[src/rtl/sudoku_rand_arbiter.sv]
// rtl/sudoku_rand_arbiter.sv - round-robin arbiter handing out LFSR digits 1..9
// Optional runtime reseed through seed_load/seed_in: define RAND_SEED_LOAD_EN.
module sudoku_rand_arbiter #(
    parameter int          NUM_REQ    = 4,
    parameter logic [7:0]  SEED       = 8'hAC,
    parameter int          MAX_REJECT = 16
) (
    input  logic               clk,
    input  logic               rst_n,
    input  logic [NUM_REQ-1:0] req,
    output logic [NUM_REQ-1:0] ack,
    output logic [3:0]         rand_data,
    output logic               busy,
    input  logic               seed_load,
    input  logic [7:0]         seed_in
);
    localparam int IW = $clog2(NUM_REQ);
    localparam int RW = $clog2(MAX_REJECT + 1);

    typedef enum logic [1:0] {
        S_IDLE,
        S_DRAW,
        S_GRANT
    } state_t;

    state_t             state_q, state_d;
    logic [7:0]         lfsr_q, lfsr_d;
    logic [NUM_REQ-1:0] ack_q, ack_d;
    logic [3:0]         rand_q, rand_d;
    logic               busy_q, busy_d;
    logic [IW-1:0]      last_q, last_d;
    logic [IW-1:0]      cur_q, cur_d;
    logic [RW-1:0]      rej_q, rej_d;

    logic [7:0]    lfsr_step;
    logic [3:0]    cand;
    logic          cand_ok;
    logic          pick_found;
    logic [IW-1:0] pick_idx;
    logic [IW-1:0] scan_idx;

    assign lfsr_step = {lfsr_q[6:0], lfsr_q[7] ^ lfsr_q[5] ^ lfsr_q[4] ^ lfsr_q[3]};
    assign cand      = lfsr_q[3:0];
    assign cand_ok   = (cand >= 4'd1) && (cand <= 4'd9);

    // Round-robin search starts just past the last granted index.
    always_comb begin
        pick_found = 1'b0;
        pick_idx   = last_q;
        scan_idx   = last_q;
        for (int i = 1; i <= NUM_REQ; i++) begin
            scan_idx = IW'((int'(last_q) + i) % NUM_REQ);
            if (!pick_found && req[scan_idx]) begin
                pick_found = 1'b1;
                pick_idx   = scan_idx;
            end
        end
    end

    always_comb begin
        state_d = state_q;
        lfsr_d  = lfsr_q;
        ack_d   = '0;
        rand_d  = rand_q;
        last_d  = last_q;
        cur_d   = cur_q;
        rej_d   = rej_q;
        case (state_q)
            S_IDLE: begin
                if (pick_found) begin
                    cur_d   = pick_idx;
                    rej_d   = '0;
                    state_d = S_DRAW;
                end
            end
            S_DRAW: begin
                lfsr_d = lfsr_step;
                if (!req[cur_q]) begin
                    state_d = S_IDLE;
                end else if (cand_ok) begin
                    rand_d  = cand;
                    ack_d   = NUM_REQ'(1) << cur_q;
                    state_d = S_GRANT;
                end else if (rej_q == RW'(MAX_REJECT - 1)) begin
                    // Out of patience: fold the rejected nibble into 1..9.
                    rand_d  = (cand % 4'd9) + 4'd1;
                    ack_d   = NUM_REQ'(1) << cur_q;
                    state_d = S_GRANT;
                end else begin
                    rej_d = rej_q + RW'(1);
                end
            end
            S_GRANT: begin
                last_d  = cur_q;
                state_d = S_IDLE;
            end
            default: state_d = S_IDLE;
        endcase
`ifdef RAND_SEED_LOAD_EN
        if (seed_load) begin
            lfsr_d = (seed_in == 8'h00) ? SEED : seed_in;
        end
`endif
        busy_d = (state_d != S_IDLE);
    end

`ifndef RAND_SEED_LOAD_EN
    logic unused_seed;
    assign unused_seed = ^{seed_load, seed_in};
`endif

    always_ff @(posedge clk or negedge rst_n) begin
        if (!rst_n) begin
            state_q <= S_IDLE;
            lfsr_q  <= SEED;
            ack_q   <= '0;
            rand_q  <= 4'd0;
            busy_q  <= 1'b0;
            last_q  <= IW'(NUM_REQ - 1);
            cur_q   <= '0;
            rej_q   <= '0;
        end else begin
            state_q <= state_d;
            lfsr_q  <= lfsr_d;
            ack_q   <= ack_d;
            rand_q  <= rand_d;
            busy_q  <= busy_d;
            last_q  <= last_d;
            cur_q   <= cur_d;
            rej_q   <= rej_d;
        end
    end

    assign ack       = ack_q;
    assign rand_data = rand_q;
    assign busy      = busy_q;
endmodule

[config.mk]
export PLATFORM = sky130hd
export DESIGN_NAME = sudoku_rand_arbiter
export DESIGN_NICKNAME = d
export VERILOG_FILES = /design/src/rtl/sudoku_rand_arbiter.sv
export SDC_FILE = /design/constraint.sdc
export NUM_CORES = 1
export LEC_CHECK = 0
export CAP_MARGIN = 10
export CELL_PAD_IN_SITES_DETAIL_PLACEMENT = 1
export CELL_PAD_IN_SITES_GLOBAL_PLACEMENT = 1
export CORE_MARGIN = 4
export CORE_UTILIZATION = 41
export DETAILED_ROUTE_END_ITERATION = 10
export PLACE_DENSITY_LB_ADDON = 0.15
export SLEW_MARGIN = 20
export SYNTH_ARGS = -nofsm -noshare
export SYNTH_HDL_FRONTEND = slang
export SYNTH_SLANG_ARGS = --single-unit
[constraint.sdc]
create_clock -name clk -period 3.25 [get_ports clk]
set_clock_uncertainty 0.1 [all_clocks]
set_input_delay 0.65 -clock clk [delete_from_list [all_inputs] [get_ports clk]]
set_output_delay 0.65 -clock clk [all_outputs]
set_load 0.005 [all_outputs]
==> flow_metrics.tcl <==
# place-and-route summary
set metrics [dict create \
    top_usage_layer "met2" \
    drc 0 \
    postCtsHoldBufs 0 \
    synth_top_area_share_pct 33.0 \
    drv_cap 0 \
    cp_cell_sequence "inv_1 -> ha_1 -> or3b_1 -> nand2_1 -> o21ai_0 -> ha_1 -> xnor2_1 -> a22oi_1 -> o21ai_0 -> mux2_4" \
    regArea_um2 708 \
    powerDensity_mw_per_mm2 493 \
    ys_async_sr_fraction_pct 100 \
    wl_met1_um 1730 \
    placed_cells 225 \
    dpl-instance-area_mm2 0.00184 \
    whs_path_depth 2 \
    rsz0062_at_grt "no" \
    synth.comb.largest_family "simple AND/OR/NAND/NOR gates" \
    relSlewSlack_pct 48.7 \
    htree_num_levels 1 \
    grt_pass1_wl_um 6380 \
    nets 203 \
    p_int_w 0.000598 \
    preCtsSetupSlack_ns 0.367 \
    post_cts_resized 0 \
    die-area_mm2 0.00516 \
    leakage_nw 0.783 \
    outcome "completed" \
    area_leaders "dfrtp_1, dfstp_2, nand2_1" \
    core_mm2 0.00380 \
    slowest_delay_ns 0.47 \
    synthFlopType "dfrtp_1" \
    worstPathMaxFanout 10 \
    vias_per_cell 5.51 \
    cts_tree "built" \
    grt_max_degree 29 \
    grt_overflow 0 \
    top_area_cell "dfrtp_1" \
    final_cell_mix "nand2_1, dfrtp_1, clkdlybuf4s50_1" \
    ys_seq_share_pct 42.4 \
    min_period_ns 2.90 \
    finalMaxSlewViolations 0 \
    syn-instance-count 169 \
    met1_usage_pct 19.7 \
    cts_root_buf "clkbuf_8" \
    grt_pass1_vias 1301 \
    synth_simple_gate_area_share_pct 21.1 \
    p_total_w 0.000927 \
    dr_wl_met2_um 1940 \
    place_congestion 0.736 \
    ant_nets 0 \
    hold_slack_ns 0.384 \
]
==> Yosys cell counts (all sizes together) (3+ instances only) <==
master,number
nand2,30
dfrtp,22
nor2,11
inv,9
o21ai,9
dfstp,6
ha,6
xnor2,6
a21oi,5
buf,5
mux2,5
mux2i,5
nand2b,4
nor3b,4
a22oi,3
clkbuf,3
==> worst paths after layout <==
| path | startpoint | to | slack, ns |
|---|---|---|---|
| worst max-delay path | lfsr_q[1] | rand_data[2] | 0.35 |
| min in group asynchronous | rst_n | lfsr_q[4] | 0.64 |
| worst max register to register | lfsr_q[1] | rand_data[2] | 0.35 |
| worst min-delay path | lfsr_q[7] | lfsr_q[7] | 0.38 |
| worst min register to register | lfsr_q[7] | lfsr_q[7] | 0.38 |
| max in group asynchronous | rst_n | lfsr_q[3] | 2.10 |
==> power groups by stage <==
stage	Combinational, W	Sequential, W	Clock, W
after floorplan	0.000217	0.000445	0
after global placement	0.000251	0.000472	0
after detailed placement	0.000267	0.000475	0
after CTS	0.000268	0.000468	0.000204
after global routing	0.000290	0.000478	0.000223
final	0.000262	0.000467	0.000198
==> registers in the layout, summed over array words and instances, names as in the netlist <==
register and cells:
lfsr_q 8, rej_q 5, ack 4, rand_data 4
cur_q 2, last_q 2, state_q 2, busy 1
==> layout make-up <==
type                    instances  share of cell area, %
clock buffers                   4                   2.39
inverters                       9                   1.80
multi-input cells             124                   46.7
flip-flops and latches         28                   37.6
well taps                      48                   3.19
repair buffers                 16                   8.24
==> worst max-delay path: cells and delay by family (launching register included) <==
kind | cells | cell delay (ns)
buffers and inverters | 1 | 0.14
xor gates and xnor gates | 1 | 0.15
AOI/OAI and AO/OA | 3 | 0.43
adders and majority gates | 2 | 0.62
DFF | 1 | 0.46
and+or+nand+nor | 2 | 0.62
muxes | 1 | 0.27
**Placed standard cells**

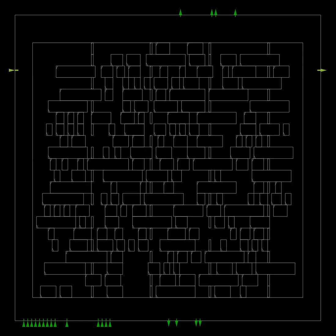
Finished Layout Cells: 229
Site Rows: 22

**Drive-strength map**

Bar = 20 um.
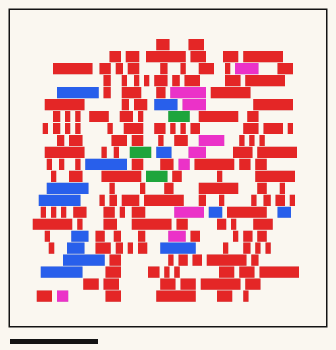
Key: red = drive 1 or less [cells 156, share 86%, most used nand2_1]; magenta = drive 3 to 4 [cells 9, share 5.0%]; green = drive 6 and up [cells 3, share 1.7%, most used clkbuf_8]; blue = drive 2 [cells 13, share 7.2%, most used dfstp_2]

**Routed metal, one colour a layer**

Bar = 20 um.
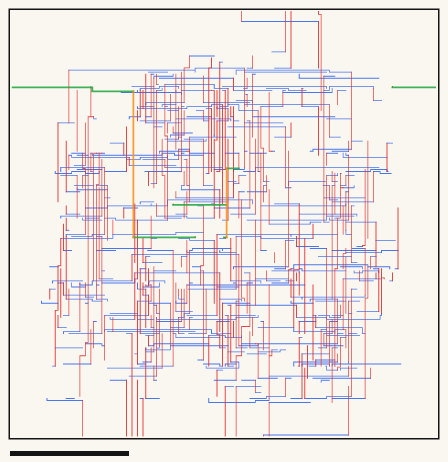
Key: orange = met4 [wire length 36.0 um]; blue = met1 [wire length 1730 um]; red = met2 [wire length 1940 um]; green = met3 [wire length 49.7 um]

**Metal 3**

Bar = 20 um.
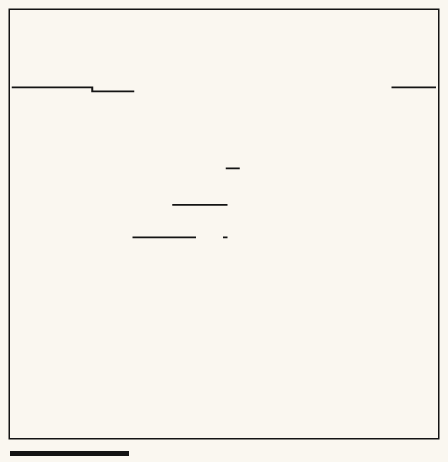
The wires run mostly horizontal. The layer holds 1.3% of the routed length. The layer carries 49.7 um of wire.
DR vias: 1261
M3 GR Usage: 2.52%
Post-Route WL: 3750 um

No activity file was given, so power comes from the tool's default toggle rates.
